--- config.mk ---
export PLATFORM = sky130hd
export DESIGN_NAME = comparator
export DESIGN_NICKNAME = d
export VERILOG_FILES = /design/src/rtl/comparator_pkg.sv /design/src/rtl/comparator_slice.sv /design/src/rtl/comparator.sv
export SDC_FILE = /design/constraint.sdc
export NUM_CORES = 1
export LEC_CHECK = 0
export CORE_AREA = 4 4 41 43
export DETAILED_ROUTE_END_ITERATION = 7
export DIE_AREA = 0 0 45 47
export PLACE_DENSITY_LB_ADDON = 0.1
export SLEW_MARGIN = 10
export SYNTH_ARGS = -nofsm -noshare
export SYNTH_HDL_FRONTEND = slang
export SYNTH_HIERARCHICAL = 1
export SYNTH_SLANG_ARGS = --single-unit
--- constraint.sdc ---
create_clock -name i_w_clk -period 1.2 [get_ports i_w_clk]
set_clock_uncertainty 0.15 [all_clocks]
set_input_delay 0.24 -clock i_w_clk [delete_from_list [all_inputs] [get_ports i_w_clk]]
set_output_delay 0.24 -clock i_w_clk [all_outputs]
set_load 0.01 [all_outputs]
--- src/rtl/comparator_pkg.sv ---
// comparator_pkg: shared result encoding, slice width, stats counter width
// and the saturating-increment helper used by the optional stats counters.
package comparator_pkg;

    typedef enum logic [1:0] {
        CMP_EQ = 2'b00,
        CMP_LT = 2'b01,
        CMP_GT = 2'b10
    } cmp_res_t;

    localparam int STATS_W = 16;
    localparam int SLICE_W = 4;

    function automatic logic [STATS_W-1:0] sat_inc(input logic [STATS_W-1:0] v);
        return (&v) ? v : v + STATS_W'(1);
    endfunction

endpackage

--- src/rtl/comparator_slice.sv ---
// comparator_slice: combinational 4-bit unsigned compare, MSB-first; the
// highest differing bit decides, eq only when all four bits match.
module comparator_slice
    import comparator_pkg::*;
(
    input  logic [SLICE_W-1:0] i_w_a,
    input  logic [SLICE_W-1:0] i_w_b,
    output logic               o_w_lt,
    output logic               o_w_gt,
    output logic               o_w_eq
);

    // Scan from the MSB down; the first mismatch fixes the relation.
    always_comb begin
        logic w_done;
        o_w_lt = 1'b0;
        o_w_gt = 1'b0;
        w_done = 1'b0;
        for (int i = SLICE_W-1; i >= 0; i--) begin
            if (!w_done && (i_w_a[i] != i_w_b[i])) begin
                o_w_lt = i_w_b[i];
                o_w_gt = i_w_a[i];
                w_done = 1'b1;
            end
        end
        o_w_eq = !w_done;
    end

endmodule

--- src/rtl/comparator.sv ---
// comparator: registered WIDTH-bit magnitude compare (unsigned or two's
// complement), one cycle latency. Optional stats counters are enabled by
// defining COMPARATOR_STATS_EN.
module comparator
    import comparator_pkg::*;
#(
    parameter int WIDTH          = 1,
    parameter bit SIGNED_DEFAULT = 1'b0
) (
    input  logic               i_w_clk,
    input  logic               i_w_rst_n,
    input  logic               i_w_valid,
    input  logic               i_w_signed,
    input  logic [WIDTH-1:0]   i_w_a,
    input  logic [WIDTH-1:0]   i_w_b,
`ifdef COMPARATOR_STATS_EN
    input  logic               i_w_stats_clr,
    output logic [STATS_W-1:0] o_w_cnt_lt,
    output logic [STATS_W-1:0] o_w_cnt_gt,
    output logic [STATS_W-1:0] o_w_cnt_eq,
`endif
    output logic               o_w_valid,
    output logic               o_w_lt,
    output logic               o_w_gt,
    output logic               o_w_eq
);

    localparam int NSL = (WIDTH + SLICE_W - 1) / SLICE_W;
    localparam int PW  = NSL * SLICE_W;

    // SIGNED_DEFAULT only documents the integrator's tie-off value.
    logic w_unused_signed_default;
    assign w_unused_signed_default = SIGNED_DEFAULT;

    // Flipping the sign bit of both operands maps two's complement order
    // onto unsigned order, so one unsigned chain serves both modes.
    logic [WIDTH-1:0] w_flip, w_a_adj, w_b_adj;
    assign w_flip  = WIDTH'(i_w_signed) << (WIDTH - 1);
    assign w_a_adj = i_w_a ^ w_flip;
    assign w_b_adj = i_w_b ^ w_flip;

    // Zero padding above the MSB matches on both sides and never decides.
    logic [NSL-1:0][SLICE_W-1:0] w_pa, w_pb;
    assign w_pa = PW'(w_a_adj);
    assign w_pb = PW'(w_b_adj);

    logic [NSL-1:0] w_s_lt, w_s_gt, w_s_eq;
    logic [NSL:0]   w_c_lt, w_c_gt, w_c_eq;

    assign w_c_lt[NSL] = 1'b0;
    assign w_c_gt[NSL] = 1'b0;
    assign w_c_eq[NSL] = 1'b1;

    // Slice chain: a lower slice only decides while everything above matched.
    for (genvar k = 0; k < NSL; k++) begin : g_slice
        comparator_slice u_slice (
            .i_w_a  (w_pa[k]),
            .i_w_b  (w_pb[k]),
            .o_w_lt (w_s_lt[k]),
            .o_w_gt (w_s_gt[k]),
            .o_w_eq (w_s_eq[k])
        );
        assign w_c_lt[k] = w_c_lt[k+1] | (w_c_eq[k+1] & w_s_lt[k]);
        assign w_c_gt[k] = w_c_gt[k+1] | (w_c_eq[k+1] & w_s_gt[k]);
        assign w_c_eq[k] = w_c_eq[k+1] & w_s_eq[k];
    end

    // Encode the chain outcome as a single result class.
    cmp_res_t w_res;
    always_comb begin
        w_res = CMP_EQ;
        if (w_c_lt[0])      w_res = CMP_LT;
        else if (w_c_gt[0]) w_res = CMP_GT;
    end

    logic r_valid, r_lt, r_gt, r_eq;

    // Valid qualifier: follows the input valid with one cycle delay.
    always_ff @(posedge i_w_clk or negedge i_w_rst_n) begin
        if (!i_w_rst_n) r_valid <= 1'b0;
        else            r_valid <= i_w_valid;
    end

    // Result flags: load on valid, hold through idle cycles.
    always_ff @(posedge i_w_clk or negedge i_w_rst_n) begin
        if (!i_w_rst_n) begin
            r_lt <= 1'b0;
            r_gt <= 1'b0;
            r_eq <= 1'b0;
        end else if (i_w_valid) begin
            r_lt <= (w_res == CMP_LT);
            r_gt <= (w_res == CMP_GT);
            r_eq <= (w_res == CMP_EQ);
        end
    end

    assign o_w_valid = r_valid;
    assign o_w_lt    = r_lt;
    assign o_w_gt    = r_gt;
    assign o_w_eq    = r_eq;

`ifdef COMPARATOR_STATS_EN
    logic [STATS_W-1:0] r_cnt_lt, r_cnt_gt, r_cnt_eq;

    // Per-class saturating counters; clear wins over a same-edge increment.
    always_ff @(posedge i_w_clk or negedge i_w_rst_n) begin
        if (!i_w_rst_n) begin
            r_cnt_lt <= '0;
            r_cnt_gt <= '0;
            r_cnt_eq <= '0;
        end else if (i_w_stats_clr) begin
            r_cnt_lt <= '0;
            r_cnt_gt <= '0;
            r_cnt_eq <= '0;
        end else if (i_w_valid) begin
            case (w_res)
                CMP_LT:  r_cnt_lt <= sat_inc(r_cnt_lt);
                CMP_GT:  r_cnt_gt <= sat_inc(r_cnt_gt);
                default: r_cnt_eq <= sat_inc(r_cnt_eq);
            endcase
        end
    end

    assign o_w_cnt_lt = r_cnt_lt;
    assign o_w_cnt_gt = r_cnt_gt;
    assign o_w_cnt_eq = r_cnt_eq;
`endif

endmodule

==> flow_summary.json, run 1 <==
{
  "status": "finished, violations left",
  "failed_checks": "negative setup slack",
  "clkTransAtPathRegs_ps": 40,
  "startpoint_type": "input port",
  "core_area_um2": 1300,
  "die_h_um": 47,
  "pre_cts_slack_ps": -921,
  "root_buffer": "clkbuf_4",
  "place.detailed.hpwl_um": 577,
  "rr_endpoint": "o_w_eq$_DFFE_PN0P_",
  "fp-utilization": 0.277,
  "die_w_um": 45,
  "hold_violations": 0,
  "worstPathArrival_ps": 1410,
  "fin_cells": 92,
  "grt_pass1_vias": 345,
  "placed_cell_area_um2": 579,
  "areaGrowthSynthToFinish_pct": 86.1,
  "ant_nets": 0,
  "postSynthAreaPerCell_um2": 8.79,
  "drt_wl_total_um": 821,
  "cellPowerDensity_nw_per_um2": 908,
  "dr.pass1.iters": 1,
  "synth_cells": 41,
  "wire_per_inst_um": 8.92,
  "setup_violations": 3,
  "io_buffers": 9,
  "rows": 13,
  "hold_path_class": "in -> async",
  "peakVddDrop_uv": 588,
  "grt_use_total": 0.0913,
  "fin_crit_sh": 1.20,
  "ff2ff_setup_slack_ps": 290,
  "drc_errors": 0,
  "tool_warnings": 29,
  "cts_tree": "done",
  "drt_iter0_markers": 0,
  "layout_setup_ws_ps": -237,
  "fin_util": 0.515,
  "worst_setup_path_end_kind": "flip-flop",
  "nets": 87,
  "grt-ovfl-total": 0,
  "setup.worst_path.class": "in -> reg",
  "fmax_mhz": 696,
  "slew_violations": 0,
  "place_congestion": 0.691,
  "fin_area_um2": 671,
  "vias_per_cell": 4.04,
  "clk_latency_ps": 240,
  "dieArea_um2": 2120,
  "cts_buffer_depth": 2,
  "syn-cell-area_um2": 360,
  "grt_pass1_wl_um": 1360,
  "antenna_found_initial": 0,
  "critPathRequiredTime_ps": 1170,
  "ioPinCount": 10,
  "crit_fanout": 2,
  "clock-sinks": 4,
  "p_leak_nw": 0.330,
  "numCtsBuffers": 3,
  "reg2reg_depth": 1,
  "dp.cells": 87,
  "antenna_cells": 0,
  "rsz0062_at_grt": "true",
  "cap_violations": 0,
  "grt_max_degree": 8,
  "drive_gt1_frac": 0.325,
  "r2r_start": "o_w_eq$_DFFE_PN0P_",
  "via_count": 372,
  "layout_min_cycle_time_ps": 1440,
  "synth_warnings": 6,
  "whs_ps": 57.7,
  "cts_max_level": 1
}
-- run 1: power by group --
group          total (mW)  internal, mW  switching (mW)
combinational       0.266         0.141           0.125
clock               0.170         0.112          0.0584
sequential          0.173         0.160          0.0126
total               0.609         0.413           0.196
-- run 1: cell usage in the layout (no fill, tap or decap), drive strengths merged --
| master | instances |
|---|---|
| xor2 | 4 |
| dfrtp | 4 |
| a31o | 1 |
| a211oi | 1 |
| nor2 | 1 |
| dlygate4sd2 | 1 |
| o311a | 1 |
| nand2 | 3 |
| nor4b | 1 |
| a32oi | 1 |
| nor3 | 2 |
| nand2b | 2 |
| nand3b | 3 |
| nor4bb | 1 |
| mux2 | 3 |
| or3 | 1 |
| clkbuf | 3 |
| nor2b | 2 |
| o21ai | 1 |
| inv | 5 |
| a31oi | 1 |
| ha | 2 |
| conb | 21 |
| buf | 10 |
| clkdlybuf4s50 | 2 |
-- run 1: registers in the layout, summed over array words and instances, names as in the netlist --
register and cells:
o_w_lt 1, o_w_gt 1, o_w_eq 1, o_w_valid 1
-- run 1: metrics by stage --
stage | TNS (ps) | total power [mW]
final | -696 | 0.609
after global routing | -812 | 0.662
after CTS | -773 | 0.576
after detailed placement | -2840 | 0.394
after global placement | -2880 | 0.394
after floorplan | -643 | 0.300
-- run 1: timing repair --
item / CTS / global route
endpoints found under the setup margin: 7 / 3
gates resized: 33 / 7
hold buffers: 0 / 0
pin swaps: 7 / 7
buffers inserted: 3 / 0
-- run 1: worst max-delay path by stage --
stage,from,cells after the start,endpoint
floorplan,i_w_signed,6,o_w_eq$_DFFE_PN0P_
global route,i_w_a,8,o_w_gt$_DFFE_PN0P_
CTS,i_w_a,7,o_w_eq$_DFFE_PN0P_
global placement,i_w_signed,8,o_w_gt$_DFFE_PN0P_
detailed placement,i_w_signed,8,o_w_gt$_DFFE_PN0P_
finish,i_w_a,7,o_w_eq$_DFFE_PN0P_
-- run 1: cell type report --
cell class              instances  area (um2)
repair buffers                 13         105
inverters                       5        18.8
clock buffers                   3        22.5
multi-input cells              52         405
flip-flops and latches          4         100
fillers                       131         631
well taps                      15        18.8
-- run 1: per-layer routing --
| metal | wire length [um] | global-route usage |
|---|---|---|
| met3 | 48 | 0.0460 |
| met2 | 431 | 0.141 |
| met4 | 0 | 0.0351 |
| met5 | 0 | 0 |
| met1 | 341 | 0.108 |
-- run 1: worst max-delay path, stage by stage --
cell and delay, ps:
buf_8 100, xor2_4 190, nor4bb_4 250, or3_1 150, o311a_1 170, nor2_1 50, mux2_4 250
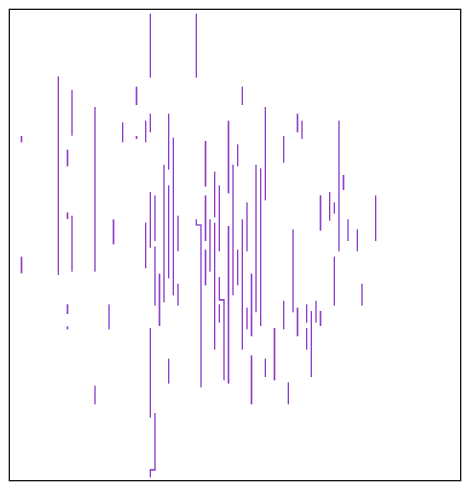
*Metal 2, run 1*
(10 px per um)
wire length on this layer: 432 um
main direction: vertical
longest straight run: 19.7 um
nets with wire on the layer: 70

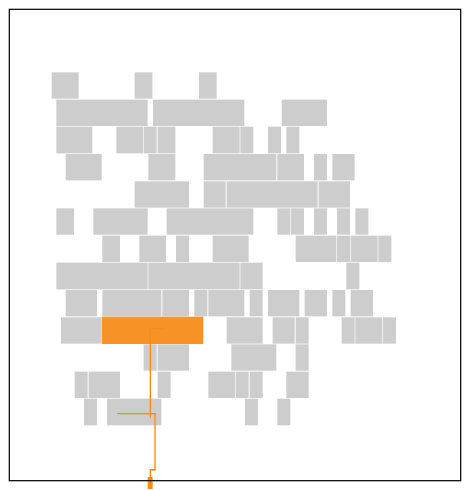
*Wires at chosen ports, followed through buffers, run 1*
(10 px per um)
legend:
  i_w_a:
    color: orange
    direction: input
    edge: south
    end_cells: 1
    buffers: 1
    wire: 20.6 um

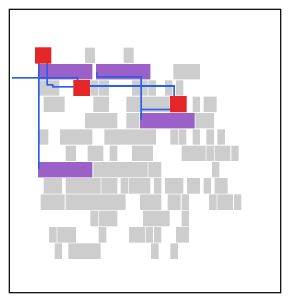
*Clock network drawn from the DEF, run 1*
(6 px per um)
legend:
  cells driving clock nets:
    color: red
    count: 3
  flip-flops:
    color: purple
    count: 4
  clock wires:
    color: blue
    length: 84.0 um
routed clock nets: 4

==> run 1 -> run 2 <==
==> constraint.sdc (replaced) <==
create_clock -name i_w_clk -period 1.45 [get_ports i_w_clk]
set_clock_uncertainty 0.15 [all_clocks]
set_input_delay 0.435 -clock i_w_clk [delete_from_list [all_inputs] [get_ports i_w_clk]]
set_output_delay 0.435 -clock i_w_clk [all_outputs]
set_load 0.01 [all_outputs]
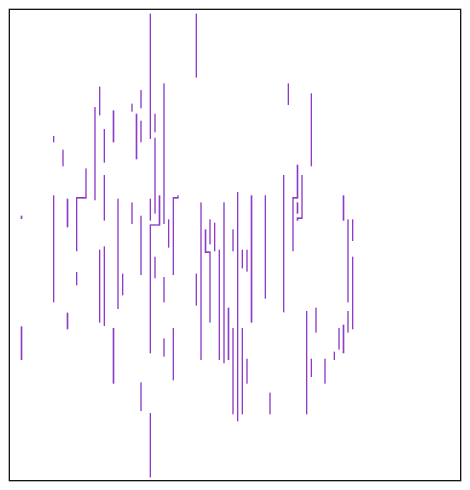
*Metal 2, run 2*
(10 px per um)
share of all routed wire: 55%
main direction: vertical

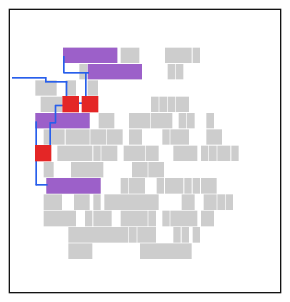
*Clock network drawn from the DEF, run 2*
(6 px per um)
legend:
  cells driving clock nets:
    color: red
    count: 3
  clock wires:
    color: blue
    length: 53.4 um
  flip-flops:
    color: purple
    count: 4
routed clock nets: 4
Latency at later pin: 220 ps
clock network fraction of design power: 0.263
Clock Power: 0.130 mW

==> run 2 against run 1 <==
Against the previous run:
- the flow still finishes with violations (negative setup slack)
- worst setup slack better by 52 ps
- synthesized cell count unchanged
- wire length down 8.9%
- non-clock buffer count up 3
- register-to-register slack better by 260 ps
- synthesized area unchanged
- critical path type unchanged
- largest power group unchanged
==> flow_summary.json, run 2 <==
{
  "status": "finished, violations left",
  "failed_checks": "negative setup slack",
  "synth_cells": 41,
  "antenna_found_initial": 0,
  "drive_gt1_frac": 0.325,
  "worstPathArrival_ps": 1590,
  "areaGrowthSynthToFinish_pct": 91.7,
  "dieArea_um2": 2120,
  "tool_warnings": 29,
  "layout_min_cycle_time_ps": 1640,
  "clkTransAtPathRegs_ps": 40,
  "worst_setup_path_end_kind": "flip-flop",
  "ctsHoldBuffers": 0,
  "ant_nets": 0,
  "core_area_um2": 1300,
  "fmax_mhz": 612,
  "grt_max_degree": 8,
  "antenna_cells": 0,
  "crit_fanout": 2,
  "fillCellCount": 131,
  "grt_pass1_vias": 393,
  "fin_area_um2": 691,
  "place_congestion": 0.633,
  "synth_warnings": 6,
  "slew_violations": 0,
  "drt_wl_total_um": 748,
  "root_buffer": "clkbuf_4",
  "placed_cell_area_um2": 587,
  "rows": 13,
  "cts_tree": "done",
  "hold_violations": 0,
  "startpoint_type": "input port",
  "grt_use_total": 0.0944,
  "clock-sinks": 4,
  "dr.pass1.iters": 2,
  "critPathRequiredTime_ps": 1410,
  "syn-cell-area_um2": 360,
  "cellPowerDensity_nw_per_um2": 715,
  "logic_area_um2": 394,
  "rsz0062_at_grt": "true",
  "setup_violations": 3,
  "grt_pass1_wl_um": 1460,
  "wire_per_inst_um": 7.87,
  "layout_setup_ws_ps": -185,
  "drt_iter0_markers": 1,
  "nets": 90,
  "drc_errors": 0,
  "finalSetupTns_ps": -526,
  "grt-ovfl-total": 0,
  "io_buffers": 9,
  "fin_crit_sh": 1.13,
  "cts_buffer_depth": 2,
  "place.detailed.hpwl_um": 596,
  "die_h_um": 47,
  "peakVddDrop_uv": 562,
  "mostFrequentLayoutCells": "21 x conb_1, 7 x buf_4, 5 x inv_1",
  "final_common_cell": "conb_1",
  "numCtsBuffers": 3,
  "cts_max_level": 1,
  "regArea_um2": 100,
  "postSynthAreaPerCell_um2": 8.79,
  "cap_violations": 0,
  "setup.worst_path.class": "in -> reg",
  "hold_path_class": "in -> async",
  "die_w_um": 45,
  "p_leak_nw": 0.341,
  "via_count": 367,
  "vias_per_cell": 3.86,
  "ioPinCount": 10,
  "fp-utilization": 0.277
}
==> run 2: worst max-delay path, cell delays in order <==
cell	delay (ps)
buf_8	100
xor2_4	180
nor4bb_4	150
or3_1	340
o311a_1	120
buf_4	130
nand3b_1	70
o21ai_1	60
==> run 2: final timing paths <==
check,start,end,slack [ps],depth (start not counted)
max in group asynchronous,i_w_rst_n,o_w_eq$_DFFE_PN0P_,710,1
setup / recovery,i_w_signed,o_w_gt$_DFFE_PN0P_,-190,8
hold / removal,i_w_rst_n,o_w_valid$_DFF_PN0_,270,1
setup reg to reg,o_w_eq$_DFFE_PN0P_,o_w_eq$_DFFE_PN0P_,550,1
min in group i_w_clk,o_w_eq$_DFFE_PN0P_,o_w_eq$_DFFE_PN0P_,360,1
hold reg to reg,o_w_eq$_DFFE_PN0P_,o_w_eq$_DFFE_PN0P_,360,1
==> run 2: through the flow <==
stage | total power, mW | std cells | hold slack [ps] | setup slack [ps] | util
5_1_grt | 0.537 | 95 | 269 | -283 | 0.531
3_5_place_dp | 0.333 | 88 | 348 | -926 | 0.451
3_3_place_gp | 0.331 | 88 | 349 | -873 | 0.451
4_1_cts | 0.488 | 95 | 266 | -289 | 0.514
6_report | 0.494 | 95 | 266 | -185 | 0.531
2_1_floorplan | 0.248 | 61 | -10.6 | -256 | -
==> run 2: final cells by class <==
type,count,share of cell area
timing repair buffer,16,0.197
sequential,4,0.145
inverter,5,0.0272
multi-input combinational,52,0.571
clock buffer,3,0.0326
tap,15,0.0272
==> run 2: where the power goes <==
group          total [mW]  leakage, nW  internal (mW)  switching (mW)
logic               0.221        0.278          0.124          0.0978
registers           0.143       0.0492          0.133          0.0100
clock network       0.130       0.0138         0.0921          0.0378
total               0.494        0.341          0.348           0.146
==> run 2: repair_timing <==
action                                  in CTS  in global routing
endpoints found under the setup margin       7                  5
gates cloned                                 0                  0
pin swaps                                    8                  7
buffers inserted                             4                  1
gates resized                               24                  7
==> run 2: per-layer routing <==
layer | GRT usage | share of wire
met5 | 0 | 0
met2 | 0.186 | 0.55
met3 | 0.0230 | 0.041
met1 | 0.0943 | 0.41
met4 | 0.0351 | 0
No activity file was given, so power comes from the tool's default toggle rates.
